--- config.mk ---
export PLATFORM = sky130hd
export DESIGN_NAME = rgb565_to_888_stream_flat
export DESIGN_NICKNAME = d
export VERILOG_FILES = /design/src/rtl/rgb565_to_888_stream_if.sv /design/src/rtl/rgb565_to_888_stream.sv /design/src/flat_wrapper.sv
export SDC_FILE = /design/constraint.sdc
export NUM_CORES = 1
export LEC_CHECK = 0
export CAP_MARGIN = 20
export CORE_UTILIZATION = 44
export CTS_CLUSTER_DIAMETER = 120
export DETAILED_ROUTE_END_ITERATION = 7
export GPL_TIMING_DRIVEN = 0
export PLACE_DENSITY = 0.91
export SYNTH_ARGS = -nofsm -noshare
export SYNTH_HDL_FRONTEND = slang
export SYNTH_SLANG_ARGS = --single-unit
export TNS_END_PERCENT = 20
--- constraint.sdc ---
create_clock -name clk -period 3.28 [get_ports clk]
set_clock_uncertainty 0.15 [all_clocks]
set_input_delay 0.328 -clock clk [delete_from_list [all_inputs] [get_ports clk]]
set_output_delay 0.328 -clock clk [all_outputs]
set_load 0.05 [all_outputs]
--- src/rtl/rgb565_to_888_stream_if.sv ---
// Valid/ready stream bundle: tdata (W bits), tvalid, tlast, tready.
// master drives data/valid/last and samples ready; slave is the mirror.
interface rgb565_to_888_stream_if #(
  parameter int W = 64
);
  logic [W-1:0] tdata;
  logic         tvalid;
  logic         tlast;
  logic         tready;

  modport master (
    output tdata,
    output tvalid,
    output tlast,
    input  tready
  );

  modport slave (
    input  tdata,
    input  tvalid,
    input  tlast,
    output tready
  );
endinterface

--- src/rtl/rgb565_to_888_stream.sv ---
// RGB565 -> RGB888 stream expander, 4 px/beat, 2-deep skid pipeline.
// Ports: clk, rst (async high); s = 64b slave stream; m = 128b master
// stream; frame_err = sticky tlast mismatch; beat_cnt = next beat index.
module rgb565_to_888_stream #(
  parameter int FRAME_BEATS = 1024,
  parameter int CNT_W       = 16
) (
  input  logic                  clk,
  input  logic                  rst,
  rgb565_to_888_stream_if.slave s,
  rgb565_to_888_stream_if.master m,
  output logic                  frame_err,
  output logic [CNT_W-1:0]      beat_cnt
);

  typedef enum logic [1:0] {
    EMPTY,
    ONE,
    FULL
  } state_t;

  localparam logic [CNT_W-1:0] LAST_IDX =
    CNT_W'(FRAME_BEATS - 1);

  state_t             state_q;
  logic [127:0]       out_q;
  logic [127:0]       skid_q;
  logic               out_last_q;
  logic               skid_last_q;
  logic               m_valid_q;
  logic               s_ready_q;
  logic               err_q;
  logic [CNT_W-1:0]   cnt_q;

  logic [127:0]       data_d;
  logic               last_d;
  logic [CNT_W-1:0]   cnt_d;
  logic               err_d;
  logic               acc;
  logic               drn;

  // Replicating the top bits keeps 0 -> 0x00 and all-ones -> 0xFF exact.
  function automatic logic [31:0] expand(input logic [15:0] p);
    return {8'h00,
            p[15:11], p[15:13],
            p[10:5],  p[10:9],
            p[4:0],   p[4:2]};
  endfunction

  assign data_d = {expand(s.tdata[63:48]),
                   expand(s.tdata[47:32]),
                   expand(s.tdata[31:16]),
                   expand(s.tdata[15:0])};

  assign acc    = s.tvalid & s_ready_q;
  assign drn    = m_valid_q & m.tready;
  assign last_d = (cnt_q == LAST_IDX);
  assign cnt_d  = last_d ? '0 : cnt_q + 1'b1;
  assign err_d  = err_q | (acc & (s.tlast != last_d));

  assign s.tready  = s_ready_q;
  assign m.tvalid  = m_valid_q;
  assign m.tdata   = out_q;
  assign m.tlast   = out_last_q;
  assign frame_err = err_q;
  assign beat_cnt  = cnt_q;

  // Occupancy FSM; s_ready/m_valid are registered alongside the state
  // so s.tready never sees m.tready combinationally.
  always_ff @(posedge clk or posedge rst) begin
    if (rst) begin
      state_q     <= EMPTY;
      out_q       <= '0;
      skid_q      <= '0;
      out_last_q  <= 1'b0;
      skid_last_q <= 1'b0;
      m_valid_q   <= 1'b0;
      s_ready_q   <= 1'b1;
      err_q       <= 1'b0;
      cnt_q       <= '0;
    end else begin
      err_q <= err_d;
      if (acc) begin
        cnt_q <= cnt_d;
      end
      unique case (state_q)
        EMPTY: begin
          if (acc) begin
            out_q      <= data_d;
            out_last_q <= last_d;
            m_valid_q  <= 1'b1;
            state_q    <= ONE;
          end
        end
        ONE: begin
          if (acc && drn) begin
            out_q      <= data_d;
            out_last_q <= last_d;
          end else if (acc) begin
            skid_q      <= data_d;
            skid_last_q <= last_d;
            s_ready_q   <= 1'b0;
            state_q     <= FULL;
          end else if (drn) begin
            m_valid_q <= 1'b0;
            state_q   <= EMPTY;
          end
        end
        FULL: begin
          if (drn) begin
            out_q      <= skid_q;
            out_last_q <= skid_last_q;
            s_ready_q  <= 1'b1;
            state_q    <= ONE;
          end
        end
        default: begin
          state_q   <= EMPTY;
          m_valid_q <= 1'b0;
          s_ready_q <= 1'b1;
        end
      endcase
    end
  end

endmodule
--- src/flat_wrapper.sv ---
// flat-port wrapper written by rule: the top's interface ports become plain ports
module rgb565_to_888_stream_flat 
#(
  parameter int FRAME_BEATS = 1024,
  parameter int CNT_W       = 16
)
  (clk, rst, frame_err, beat_cnt, s_tdata, s_tvalid, s_tlast, s_tready, m_tdata, m_tvalid, m_tlast, m_tready);
  rgb565_to_888_stream_if s_i ();
  rgb565_to_888_stream_if m_i ();
  input  logic clk;
  input  logic rst;
  output logic frame_err;
  output logic [CNT_W-1:0] beat_cnt;
  input wire logic [$bits(s_i.tdata)-1:0] s_tdata;
  input wire logic [$bits(s_i.tvalid)-1:0] s_tvalid;
  input wire logic [$bits(s_i.tlast)-1:0] s_tlast;
  output wire logic [$bits(s_i.tready)-1:0] s_tready;
  output wire logic [$bits(m_i.tdata)-1:0] m_tdata;
  output wire logic [$bits(m_i.tvalid)-1:0] m_tvalid;
  output wire logic [$bits(m_i.tlast)-1:0] m_tlast;
  input wire logic [$bits(m_i.tready)-1:0] m_tready;
  assign s_i.tdata = s_tdata;
  assign s_i.tvalid = s_tvalid;
  assign s_i.tlast = s_tlast;
  assign s_tready = s_i.tready;
  assign m_tdata = m_i.tdata;
  assign m_tvalid = m_i.tvalid;
  assign m_tlast = m_i.tlast;
  assign m_i.tready = m_tready;
  rgb565_to_888_stream #(.FRAME_BEATS(FRAME_BEATS), .CNT_W(CNT_W)) u_core (.clk(clk), .rst(rst), .s(s_i), .m(m_i), .frame_err(frame_err), .beat_cnt(beat_cnt));
endmodule
io_fan.png
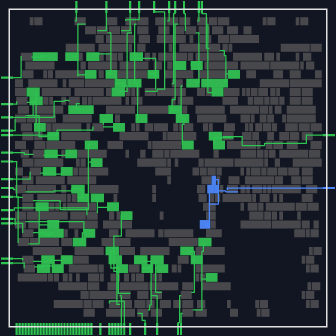
color	port	bits	direction	edge	end cells	wire
blue	m_tready	1	input	east	4	61.4 µm
green	s_tdata	64	input	38 south, 15 west, 10 north, 1 east	64	925 µm
Top Ports: 153
Port Buf Inserts: 103

wires.png
The bar under the picture is 20 µm long.
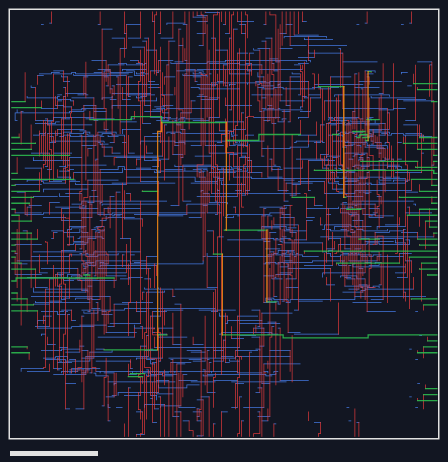
color	layer	wire length
blue	metal 1	3610 µm
green	metal 3	516 µm
orange	metal 4	153 µm
red	metal 2	4840 µm
Routed WL: 9.12 mm
via count: 3056
DR WL/cell: 15.3 µm

==> report_power, final <==
| group | switching, mW | internal (mW) |
|---|---|---|
| sequential | 0 | 1.07 |
| clock | 0.399 | 0.323 |
| combinational | 0.0826 | 0.0608 |
==> worst max path at each step <==
stage                           startpoint                             end  slack [ns]  cells after the start
2_1_floorplan                          rst  u_core.beat_cnt[0]$_DFFE_PP0P_        0.55                      1
3_3_place_gp                           rst   u_core.skid_q[45]$_DFFE_PP0P_       -0.67                      2
3_5_place_dp                      m_tready    u_core.out_q[15]$_DFFE_PP0P_        0.61                      6
4_1_cts        u_core.s.tready$_DFFE_PP1P_  u_core.beat_cnt[9]$_DFFE_PP0P_        0.77                      5
5_1_grt        u_core.s.tready$_DFFE_PP1P_  u_core.beat_cnt[9]$_DFFE_PP0P_        0.54                      5
6_report       u_core.s.tready$_DFFE_PP1P_  u_core.beat_cnt[9]$_DFFE_PP0P_        0.76                      5
==> state kept, by name, indices dropped and copies added (netlist names), 2 cells and up <==
signal / count
u_core.out_q: 32
u_core.beat_cnt: 16
u_core.state_q: 2
u_core.skid_q: 32
==> cells in the final DEF, fill, tap and decap left out, types with 2 or more instances in the layout <==
| cell type | instances |
|---|---|
| a21oi_1 | 34 |
| and3_1 | 2 |
| buf_2 | 6 |
| buf_4 | 32 |
| clkbuf_1 | 11 |
| clkbuf_8 | 11 |
| clkdlybuf4s50_1 | 103 |
| clkinv_4 | 2 |
| conb_1 | 16 |
| dfrtp_1 | 86 |
| inv_6 | 2 |
| mux2_2 | 32 |
| mux2i_1 | 32 |
| nand2_1 | 17 |
| nand3_1 | 9 |
| nand4_1 | 5 |
| nor2_1 | 44 |
| nor4_1 | 4 |
| o211ai_1 | 2 |
| o21ai_0 | 3 |
| or4_1 | 2 |
| xnor2_1 | 9 |
| xor2_1 | 6 |
==> worst max-delay path: cells and delay by family (launching register included) <==
family | cells | cell delay [ns]
flops | 1 | 0.54
simple gates | 4 | 1.51
buf+inv | 1 | 0.18
==> per-layer routing <==
metal	global-route usage	vias up	share of wire
li1	-	1435	-
met1	0.241	1501	0.40
met2	0.353	105	0.53
met3	0.0489	15	0.056
met4	0.0735	0	0.017
met5	0	-	0
==> final cells by class <==
class / instances / share of cell area
clock inverters: 5 / 0.00736
well taps: 108 / 0.0248
clock buffers: 11 / 0.0278
plain buffers: 49 / 0.0572
inverters: 2 / 0.00184
flip-flops and latches: 87 / 0.400
repair buffers: 104 / 0.194
multi-input cells: 232 / 0.286
==> kinds of logic (layout without fill, tap and decap cells) <==
kind of cell	count (synthesis)	after routing	synth area share
mux	64	64	0.170
compound gates	42	42	0.0569
simple gates	94	94	0.111
flops	87	87	0.545
other cells	1	16	0.000938
xor+xnor	15	15	0.0329
buf+inv	51	171	0.0798
fa+ha+maj	1	1	0.00313
==> metrics by stage <==
step / hold WS, ns / util
floorplan: 0.300 / -
global placement: 0.311 / 0.596
detailed placement: 0.335 / 0.599
CTS: 0.141 / 0.621
global route: 0.155 / 0.621
finish: 0.132 / 0.621
==> run_results.csv <==
group,metric,value,unit
sta,fmax,396,MHz
setup_path,slowest_stage,"nor4_1",
setup_path,timing.rr.end,"u_core.beat_cnt[9]$_DFFE_PP0P_",
global_routing,grtUsageTotal,0.202,
synth,synth_flops,87,
synth,yosys_warnings,0,
synth,synthDistinctLibCells,36,
global_routing,grt_pass1_vias,3102,
sta,setup_slack,0.757,ns
clock_tree,cts_buffers,9,
synth,ys_area,4000,µm²
synth,netlist_instances,355,
synth,top_cell,"dfrtp_1",
placement,dpl_cell_area,5250,µm²
synth,flop_cell,"dfrtp_1",
layout,fillCellCount,719,
layout,ff_latch_area,2180,µm²
clock_tree,cts_tree,"yes",
setup_path,worstSetupPathType,"register to register",
routing,firstDrtPassIters,5,
routing,drtIter0Drc,130,
synth,synthTopCellsByArea,"dfrtp_1 (54%), mux2_2 (9.0%), mux2i_1 (8.0%)",
layout,nets,555,
sta,relSlewSlack,0.473,
sta,rsz0062_at_grt,"false",
power,power_density,356,nW/µm²
layout,stdcell_area,5440,µm²
clock_tree,hold_buffers,0,
floorplanning,coreArea,8760,µm²
layout,synthToLayoutAreaGrowth,36.1,%
clock_tree,htreeDepth,3,
synth,netlist.area_leader.share,0.538,
layout,diodes,0,
routing,detail_route.drc_violations,0,
sta,hold_viol_final,0,
sta,drv_slew,0,
synth,syn_area,4000,µm²
global_routing,grt_max_degree,64,
floorplanning,fp.dieH,97.3,µm
synth,top_cells_by_count,"dfrtp_1 (86), nor2_1 (44), a21oi_1 (34)",
placement,gp_congestion,0.883,
sta,post-route-period-util,0.769,
global_routing,antenna_found_initial,0,
floorplanning,die_w,97.3,µm
clock_tree,root_buffer,"clkbuf_8",
global_routing,grt-ovfl-total,0,
floorplanning,floorplan.rows,34,
clock_tree,post_cts_buffers,0,
setup_path,slowest_delay,0.70,ns
layout,fin_cells,598,
setup_path,required,3.34,ns
clock_tree,clkSinkCount,87,
synth,synth-async-reset-ratio,1.00,
clock_tree,insertion_delay,0.37,ns
clock_tree,clk_pin_slew,0.09,ns
setup_path,worst-r2r-setup-slack,0.76,ns
setup_path,start_kind,"register",
power,peakVddDrop,260,µV
sta,final-setup-viol-count,0,
synth,avgSynthCellArea,11.3,µm²
setup_path,worstPathCellList,"buf_2 -> nand2_1 -> or2_2 -> nor4_1 -> nor2_1",
setup_path,crit_path_end_kind,"register",
sta,finalSetupTns,0,ns
routing,via_per_inst,5.11,
sta,fin_crit,2.52,ns
routing,antenna_left,0,
setup_path,r2r-start,"u_core.s.tready$_DFFE_PP1P_",
placement,dp.cells,582,
synth,ys_seq_share,0.545,
run_status,status,"completed",
setup_path,crit_arrival,2.59,ns
run,openroad.warnings,58,
worst_hold_path,hold_class,"input pin to async pin",
setup_path,reg2reg_depth,5,
floorplanning,die_area,9470,µm²
placement,dp_hpwl,6.68,mm
placement,preCtsSetupSlack,0.613,ns
layout,logic_area,1560,µm²
synth,ys_cells,355,
synth,top_area_cell,"dfrtp_1",
global_routing,grt_pass1_wl,15.0,mm
No activity file was given, so power comes from the tool's default toggle rates.
